run_1/met1.png
Supply wires on this layer in grey.
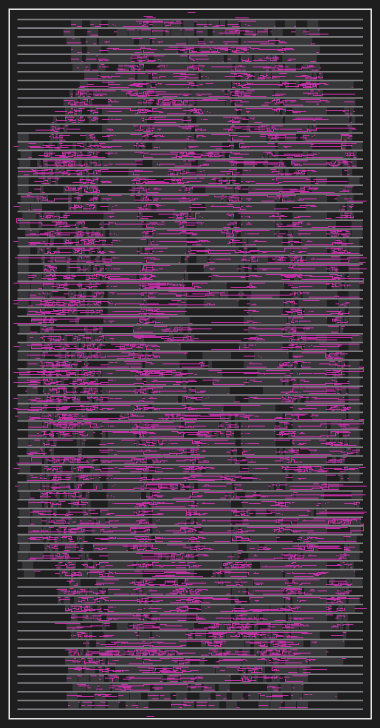
run_1/port_nets.png
Bar = 20 um.
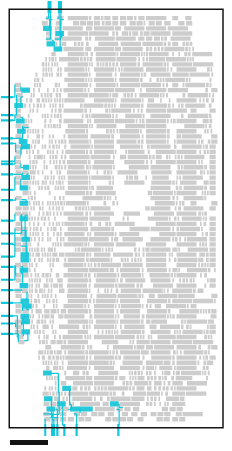
run_1/final_congestion.png
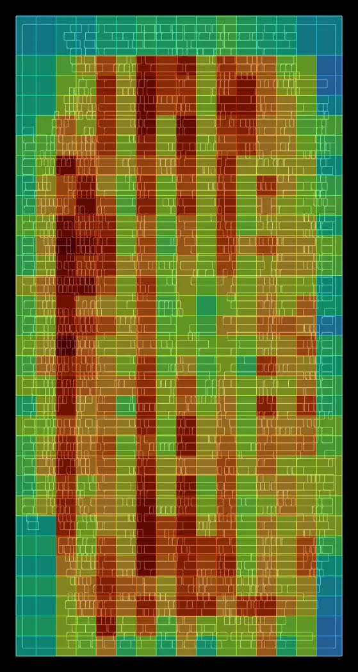
===== config.mk =====
export PLATFORM = sky130hd
export DESIGN_NAME = agu_queue
export DESIGN_NICKNAME = d
export VERILOG_FILES = /design/src/rtl/agu_pkg.sv /design/src/rtl/agu_fifo.sv /design/src/rtl/agu_queue.sv
export SDC_FILE = /design/constraint.sdc
export NUM_CORES = 1
export LEC_CHECK = 0
export ABC_AREA = 1
export CAP_MARGIN = 20
export CORE_ASPECT_RATIO = 2
export CORE_MARGIN = 2
export CORE_UTILIZATION = 60
export CTS_CLUSTER_SIZE = 25
export DETAILED_ROUTE_END_ITERATION = 10
export HOLD_SLACK_MARGIN = 0.1
export PLACE_DENSITY = 0.85
export SLEW_MARGIN = 10
export SYNTH_ARGS = -nofsm -noshare
export SYNTH_HDL_FRONTEND = slang
export SYNTH_SLANG_ARGS = --single-unit

===== constraint.sdc =====
create_clock -name clk -period 12.02 [get_ports clk]
set_input_delay 2.404 -clock clk [delete_from_list [all_inputs] [get_ports clk]]
set_output_delay 2.404 -clock clk [all_outputs]
set_load 0.005 [all_outputs]

===== src/rtl/agu_pkg.sv =====
// Shared definitions for the address generation unit: access size codes,
// op field layout, the idle op value and the misalignment rule.
package agu_pkg;

    localparam logic [1:0] SZ_B = 2'b00;
    localparam logic [1:0] SZ_H = 2'b01;
    localparam logic [1:0] SZ_W = 2'b10;

    localparam int STORE_BIT = 3;

    localparam logic [4:0] AGU_OP_NOP = 5'b11111;

    // Size code 2'b11 is reserved and checked like a word access.
    function automatic logic misaligned(
        input logic [1:0] addr_lo,
        input logic [1:0] size
    );
        logic m;
        case (size)
            SZ_B:    m = 1'b0;
            SZ_H:    m = addr_lo[0];
            SZ_W:    m = (addr_lo != 2'b00);
            default: m = (addr_lo != 2'b00);
        endcase
        return m;
    endfunction

    function automatic logic is_store(input logic [4:0] op);
        return op[STORE_BIT];
    endfunction

endpackage


===== src/rtl/agu_fifo.sv =====
// Generic DEPTH x WIDTH FIFO with occupancy count and flush.
// Ports: clk, rst (sync, active-low), flush, push_i/wdata_i, pop_i,
// rdata_o (head entry), full_o, empty_o, count_o.
module agu_fifo #(
    parameter  int WIDTH = 8,
    parameter  int DEPTH = 4,
    localparam int PW    = $clog2(DEPTH),
    localparam int CW    = PW + 1
) (
    input  logic             clk,
    input  logic             rst,
    input  logic             flush,
    input  logic             push_i,
    input  logic [WIDTH-1:0] wdata_i,
    input  logic             pop_i,
    output logic [WIDTH-1:0] rdata_o,
    output logic             full_o,
    output logic             empty_o,
    output logic [CW-1:0]    count_o
);

    logic [WIDTH-1:0] mem_q [DEPTH];

    logic [PW-1:0] wr_ptr_q, wr_ptr_d;
    logic [PW-1:0] rd_ptr_q, rd_ptr_d;
    logic [CW-1:0] count_q,  count_d;

    logic do_push;
    logic do_pop;

    assign full_o  = (count_q == CW'(DEPTH));
    assign empty_o = (count_q == '0);
    assign count_o = count_q;
    assign rdata_o = mem_q[rd_ptr_q];

    // No enqueue-on-pop bypass: a full queue refuses pushes even
    // when the head is leaving in the same cycle.
    assign do_push = push_i && !full_o;
    assign do_pop  = pop_i && !empty_o;

    // DEPTH is a power of two, so pointer overflow is the wrap.
    always_comb begin
        wr_ptr_d = wr_ptr_q;
        rd_ptr_d = rd_ptr_q;
        count_d  = count_q;
        if (flush) begin
            wr_ptr_d = '0;
            rd_ptr_d = '0;
            count_d  = '0;
        end else begin
            if (do_push) begin
                wr_ptr_d = wr_ptr_q + PW'(1);
            end
            if (do_pop) begin
                rd_ptr_d = rd_ptr_q + PW'(1);
            end
            case ({do_push, do_pop})
                2'b10:   count_d = count_q + CW'(1);
                2'b01:   count_d = count_q - CW'(1);
                default: count_d = count_q;
            endcase
        end
    end

    always_ff @(posedge clk) begin
        if (!rst) begin
            wr_ptr_q <= '0;
            rd_ptr_q <= '0;
            count_q  <= '0;
        end else begin
            wr_ptr_q <= wr_ptr_d;
            rd_ptr_q <= rd_ptr_d;
            count_q  <= count_d;
        end
    end

    // Storage needs no reset: an entry is only visible once counted.
    always_ff @(posedge clk) begin
        if (rst && !flush && do_push) begin
            mem_q[wr_ptr_q] <= wdata_i;
        end
    end

endmodule


===== src/rtl/agu_queue.sv =====
// Load/store address generation with a result queue toward the LSU.
// Ports: clk, rst (sync, active-low), flush; in_* request with valid/ready;
// out_* head entry with valid/ready; count = occupancy.
module agu_queue
    import agu_pkg::*;
#(
    parameter  int             XLEN   = 32,
    parameter  int             OP_W   = 5,
    parameter  int             TAG_W  = 3,
    parameter  int             DEPTH  = 4,
    parameter  logic [OP_W-1:0] OP_NOP = OP_W'(AGU_OP_NOP),
    localparam int             CW     = $clog2(DEPTH) + 1
) (
    input  logic             clk,
    input  logic             rst,
    input  logic             flush,
    input  logic             in_valid,
    output logic             in_ready,
    input  logic [XLEN-1:0]  in_base,
    input  logic [XLEN-1:0]  in_offset,
    input  logic [OP_W-1:0]  in_op,
    input  logic [TAG_W-1:0] in_tag,
    input  logic [XLEN-1:0]  in_store_data,
    output logic             out_valid,
    input  logic             out_ready,
    output logic [XLEN-1:0]  out_addr,
    output logic [OP_W-1:0]  out_op,
    output logic [TAG_W-1:0] out_tag,
    output logic [XLEN-1:0]  out_store_data,
    output logic             out_misalign,
    output logic [CW-1:0]    count
);

    localparam int EW = 2 * XLEN + OP_W + TAG_W + 1;

    logic [XLEN-1:0]  ea;
    logic             ea_mis;
    logic [EW-1:0]    wdata;
    logic [EW-1:0]    rdata;
    logic             full;
    logic             empty;
    logic             accept;
    logic             take;

    logic [XLEN-1:0]  h_addr;
    logic [OP_W-1:0]  h_op;
    logic [TAG_W-1:0] h_tag;
    logic [XLEN-1:0]  h_data;
    logic             h_mis;

    // Address wraps modulo 2^XLEN; the carry is simply dropped.
    assign ea     = in_base + in_offset;
    assign ea_mis = misaligned(ea[1:0], in_op[1:0]);
    assign wdata  = {ea, in_op, in_tag, in_store_data, ea_mis};

    assign in_ready  = !full;
    assign out_valid = !empty;
    assign accept    = in_valid && in_ready;
    assign take      = out_valid && out_ready;

    agu_fifo #(
        .WIDTH (EW),
        .DEPTH (DEPTH)
    ) u_fifo (
        .clk     (clk),
        .rst     (rst),
        .flush   (flush),
        .push_i  (accept),
        .wdata_i (wdata),
        .pop_i   (take),
        .rdata_o (rdata),
        .full_o  (full),
        .empty_o (empty),
        .count_o (count)
    );

    assign {h_addr, h_op, h_tag, h_data, h_mis} = rdata;

    // Stale storage is masked so an empty queue presents idle values.
    assign out_addr       = out_valid ? h_addr : '0;
    assign out_op         = out_valid ? h_op   : OP_NOP;
    assign out_tag        = out_valid ? h_tag  : '0;
    assign out_store_data = out_valid ? h_data : '0;
    assign out_misalign   = out_valid ? h_mis  : 1'b0;

endmodule

==> Implementation_results.wiki, run 1 <==
=== Physical design figures ===
{| class="wikitable"
! Metric !! Value
|-
| Number of warnings issued by yosys || 0
|-
| DRC violation count after routing || 0
|-
| Count of state elements after synthesis || 301
|-
| Layout cell share with drive strength beyond 1 || 4.73%
|-
| Final routed wire length divided by cell count || 18.1 um
|-
| Comb pwr || 304 uW
|-
| I/O Pins || 187
|-
| Row count || 79
|-
| Reg-to-reg setup timing slack || 9040 ps
|-
| Detail Route met3 WL || 1520 um
|-
| Max Root-Sink Buffers || 3
|-
| Met2 usage || 51.8%
|-
| Critical path launch point type || register
|-
| Number of multi-input combinational cells in the layout || 922
|-
| Hold Crit Start || u_fifo.rd_ptr_q[1]
|-
| Worst reg2reg path depth || 5
|-
| Total tool warning count || 31
|-
| Clock Sinks || 301
|-
| Cell count after placement || 1832
|-
| Global Route met3 Usage || 1.97%
|-
| Inverters excl. clock || 129
|-
| Ys cells || 1406
|-
| Antenna violation net count after detailed routing || 0
|-
| Total of fill cells in the finished design || 1614
|-
| Delay of the slowest cell on the worst path || 880 ps
|-
| Flop pwr share || 52.8%
|-
| Dominant kind of combinational cell || simple AND/OR/NAND/NOR gates
|-
| Pwr per Cell Area || 134 mW/mm2
|-
| HPWL after detailed placement || 22900 um
|-
| Die x size || 112 um
|-
| EDFF count, synth || 292
|-
| Most frequently used cell type in the post-synthesis netlist || sky130_fd_sc_hd__nor2_1
|-
| Detailed-router iteration count before antenna repair || 5
|-
| Critical register-to-register path endpoint || u_fifo.mem_q[0][68]
|-
| Count of cells resized by post-cts repair || 0
|-
| Chip Area, Yosys || 0.0141 mm2
|-
| Peak VDD IR || 0.114 mV
|-
| Number of DRC violations after detailed-routing iteration 0 || 759
|-
| Status || completed
|-
| Wire length after detailed routing || 33900 um
|-
| Slew @ Worst Pin || 952 ps
|-
| Final std cell area, no fill || 0.0169 mm2
|-
| Top cells by instance count after synthesis || sky130_fd_sc_hd__nor2_1 (336), sky130_fd_sc_hd__edfxtp_1 (292), sky130_fd_sc_hd__nand2_1 (225), sky130_fd_sc_hd__o21ai_0 (149), sky130_fd_sc_hd__inv_1 (125)
|-
| Final non-filler cell total || 1871
|-
| Vias per cell || 5.68
|-
| Buffer count excluding the clock tree in the final layout || 197
|-
| Final Hold Slack || 460 ps
|-
| Reg clk slew, reported paths || 70 ps
|-
| Worst slew margin relative to its limit || 36.4%
|-
| Top logic cells by instance count in the layout || sky130_fd_sc_hd__nor2_1 (332), sky130_fd_sc_hd__edfxtp_1 (292), sky130_fd_sc_hd__nand2_1 (225)
|}
## Picture notes: met1.png
wire length on this layer	11300 um
longest straight run	26.2 um
main direction	horizontal
nets with wire on the layer	1568
share of all routed wire	33%

## Picture notes: port_nets.png
colour	port	bits	direction	edge	end cells	wire
cyan	`in_base`	32	input	21 west, 7 south, 4 north	33	529 um

## Picture notes: final_congestion.png
Post-Route Utilization: 73.1%
met1 usage in global routing: 27.7%
busiest metal layer after global routing: met2

--- run 2 (diff from run 1) ---
--- a/config.mk
+++ b/config.mk
@@ -9,11 +9,11 @@
 export CAP_MARGIN = 20
 export CORE_ASPECT_RATIO = 2
 export CORE_MARGIN = 2
-export CORE_UTILIZATION = 60
+export CORE_UTILIZATION = 56
 export CTS_CLUSTER_SIZE = 25
 export DETAILED_ROUTE_END_ITERATION = 10
 export HOLD_SLACK_MARGIN = 0.1
-export PLACE_DENSITY = 0.85
+export PLACE_DENSITY = 0.8
 export SLEW_MARGIN = 10
 export SYNTH_ARGS = -nofsm -noshare
 export SYNTH_HDL_FRONTEND = slang
==> constraint.sdc (replaced) <==
create_clock -name clk -period 5.9 [get_ports clk]
set_input_delay 1.18 -clock clk [delete_from_list [all_inputs] [get_ports clk]]
set_output_delay 1.18 -clock clk [all_outputs]
set_load 0.005 [all_outputs]
==> run 2 against run 1 <==
Non-clock buffer count rose by 2; setup slack got worse by 4700 ps; power rose by 98%; largest cell class unchanged; core utilization fell by 4.9 points; final cell count rose by 2.9%; die area rose by 6.9%; wire length fell by 7.9%; global-route usage fell by 3.5 points.
==> Implementation_results.wiki, run 2 <==
=== Physical design figures ===
{| class="wikitable"
! Metric !! Value
|-
| Critical path launch point type || register
|-
| Number of DRC violations after detailed-routing iteration 0 || 876
|-
| Inverters excl. clock || 129
|-
| Final std cell area, no fill || 0.0169 mm2
|-
| Ys cells || 1406
|-
| Cell count after placement || 1885
|-
| Global Route met3 Usage || 2.79%
|-
| Row count || 82
|-
| Number of warnings issued by yosys || 0
|-
| Flop pwr share || 54.3%
|-
| Status || completed
|-
| Post-Route Utilization || 68.2%
|-
| Delay of the slowest cell on the worst path || 860 ps
|-
| Dominant kind of combinational cell || simple AND/OR/NAND/NOR gates
|-
| EDFF count, synth || 292
|-
| Reg clk slew, reported paths || 70 ps
|-
| Total of fill cells in the finished design || 1876
|-
| Vias per cell || 5.36
|-
| Hold Crit Start || u_fifo.rd_ptr_q[1]
|-
| Critical register-to-register path endpoint || u_fifo.count_o[2]
|-
| Final non-filler cell total || 1926
|-
| Chip Area, Yosys || 0.0141 mm2
|-
| Worst reg2reg path depth || 10
|-
| Count of cells resized by post-cts repair || 0
|-
| Clock Sinks || 301
|-
| Detailed-router iteration count before antenna repair || 6
|-
| HPWL after detailed placement || 20300 um
|}
run_2/final_congestion.png
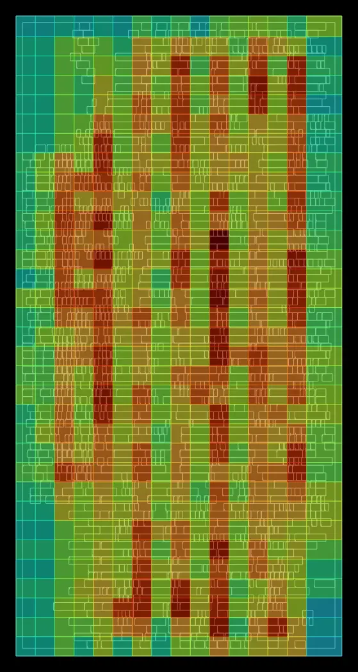
global-route total usage across every layer: 23.5%
met2 usage: 40.7%
met1 usage in global routing: 29.4%

run_2/met2.png
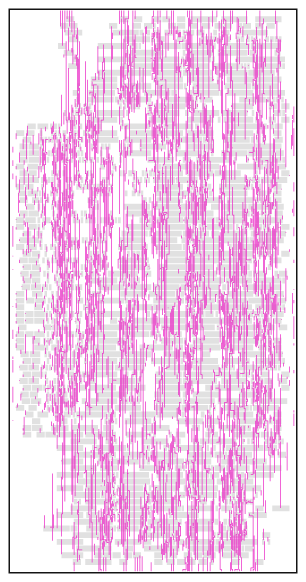
share of all routed wire	51%
longest straight run	69.0 um

--- run 3 (diff from run 2) ---
==> constraint.sdc (replaced) <==
create_clock -name clk -period 5 [get_ports clk]
set_input_delay 1 -clock clk [delete_from_list [all_inputs] [get_ports clk]]
set_output_delay 1 -clock clk [all_outputs]
set_load 0.005 [all_outputs]
==> run 3 against run 2 <==
Synthesized cell count unchanged; die area unchanged; hold slack about the same; highest routed layer unchanged; sequential power increased by 18%; non-clock buffer count increased by 2; synthesized area unchanged.
==> Implementation_results.wiki, run 3 <==
=== Physical design figures ===
{| class="wikitable"
! Metric !! Value
|-
| Dominant kind of combinational cell || simple AND/OR/NAND/NOR gates
|-
| Most frequently used cell type in the post-synthesis netlist || sky130_fd_sc_hd__nor2_1
|-
| Total of fill cells in the finished design || 1868
|-
| Row count || 82
|-
| Count of state elements after synthesis || 301
|-
| Critical path launch point type || register
|-
| Total tool warning count || 31
|-
| Count of cells resized by post-cts repair || 0
|-
| Worst reg2reg path depth || 10
|-
| Flop pwr share || 51.5%
|-
| Antenna violation net count after detailed routing || 0
|-
| Post-Route Utilization || 69.0%
|-
| Layout cell share with drive strength beyond 1 || 5.26%
|-
| Global-route total usage across every layer || 23.7%
|-
| Max Root-Sink Buffers || 3
|-
| Chip Area, Yosys || 0.0141 mm2
|-
| Final std cell area, no fill || 0.0171 mm2
|-
| Top cells by instance count after synthesis || sky130_fd_sc_hd__nor2_1 (336), sky130_fd_sc_hd__edfxtp_1 (292), sky130_fd_sc_hd__nand2_1 (225), sky130_fd_sc_hd__o21ai_0 (149), sky130_fd_sc_hd__inv_1 (125)
|-
| Number of DRC violations after detailed-routing iteration 0 || 1031
|-
| I/O Pins || 187
|-
| DRC violation count after routing || 0
|-
| EDFF count, synth || 292
|-
| Number of warnings issued by yosys || 0
|-
| Hold Crit Start || u_fifo.rd_ptr_q[1]
|-
| Pwr per Cell Area || 325 mW/mm2
|-
| Reg clk slew, reported paths || 70 ps
|-
| Met1 usage in global routing || 29.8%
|-
| Wire length after detailed routing || 31700 um
|-
| Detailed-router iteration count before antenna repair || 7
|-
| Final Hold Slack || 464 ps
|-
| Die x size || 116 um
|-
| Buffer count excluding the clock tree in the final layout || 201
|-
| Status || completed
|-
| Ys cells || 1406
|-
| Vias per cell || 5.37
|-
| Number of multi-input combinational cells in the layout || 922
|-
| Top logic cells by instance count in the layout || sky130_fd_sc_hd__nor2_1 (332), sky130_fd_sc_hd__edfxtp_1 (292), sky130_fd_sc_hd__nand2_1 (225)
|}
run_3/met1.png
Supply wires on this layer in grey.
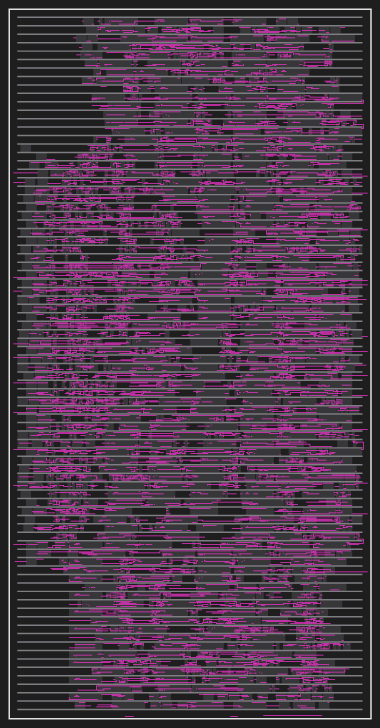
main direction	horizontal
wire length on this layer	12400 um

run_3/port_nets.png
Bar = 20 um.
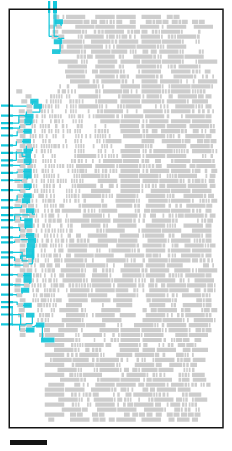
colour	port	bits	direction	edge	end cells	wire
cyan	`in_base`	32	input	29 west, 3 north	33	412 um


==> notes/layouts.md <==
Pictures saved along the way, in no particular order.

Sequential cells coloured by netlist name.
Other sequential cells in the stronger grey, the rest of the logic in the fainter grey.
panel A
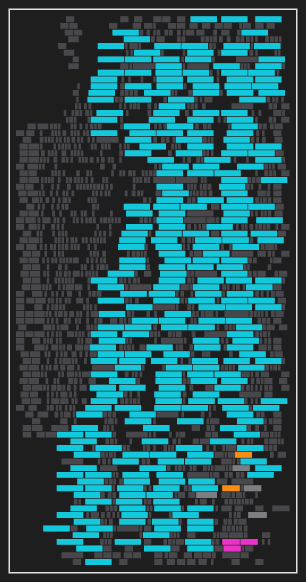
panel B
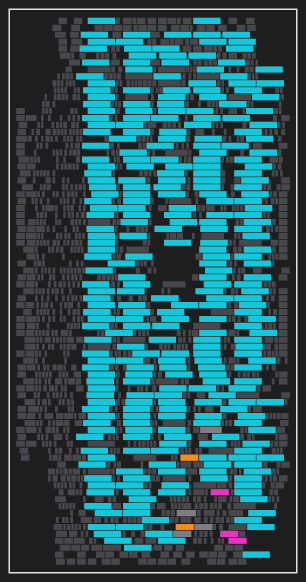
run 2: panel A
run 1: panel B

Power figures rest on the tool's default switching activity, not on a simulated workload.
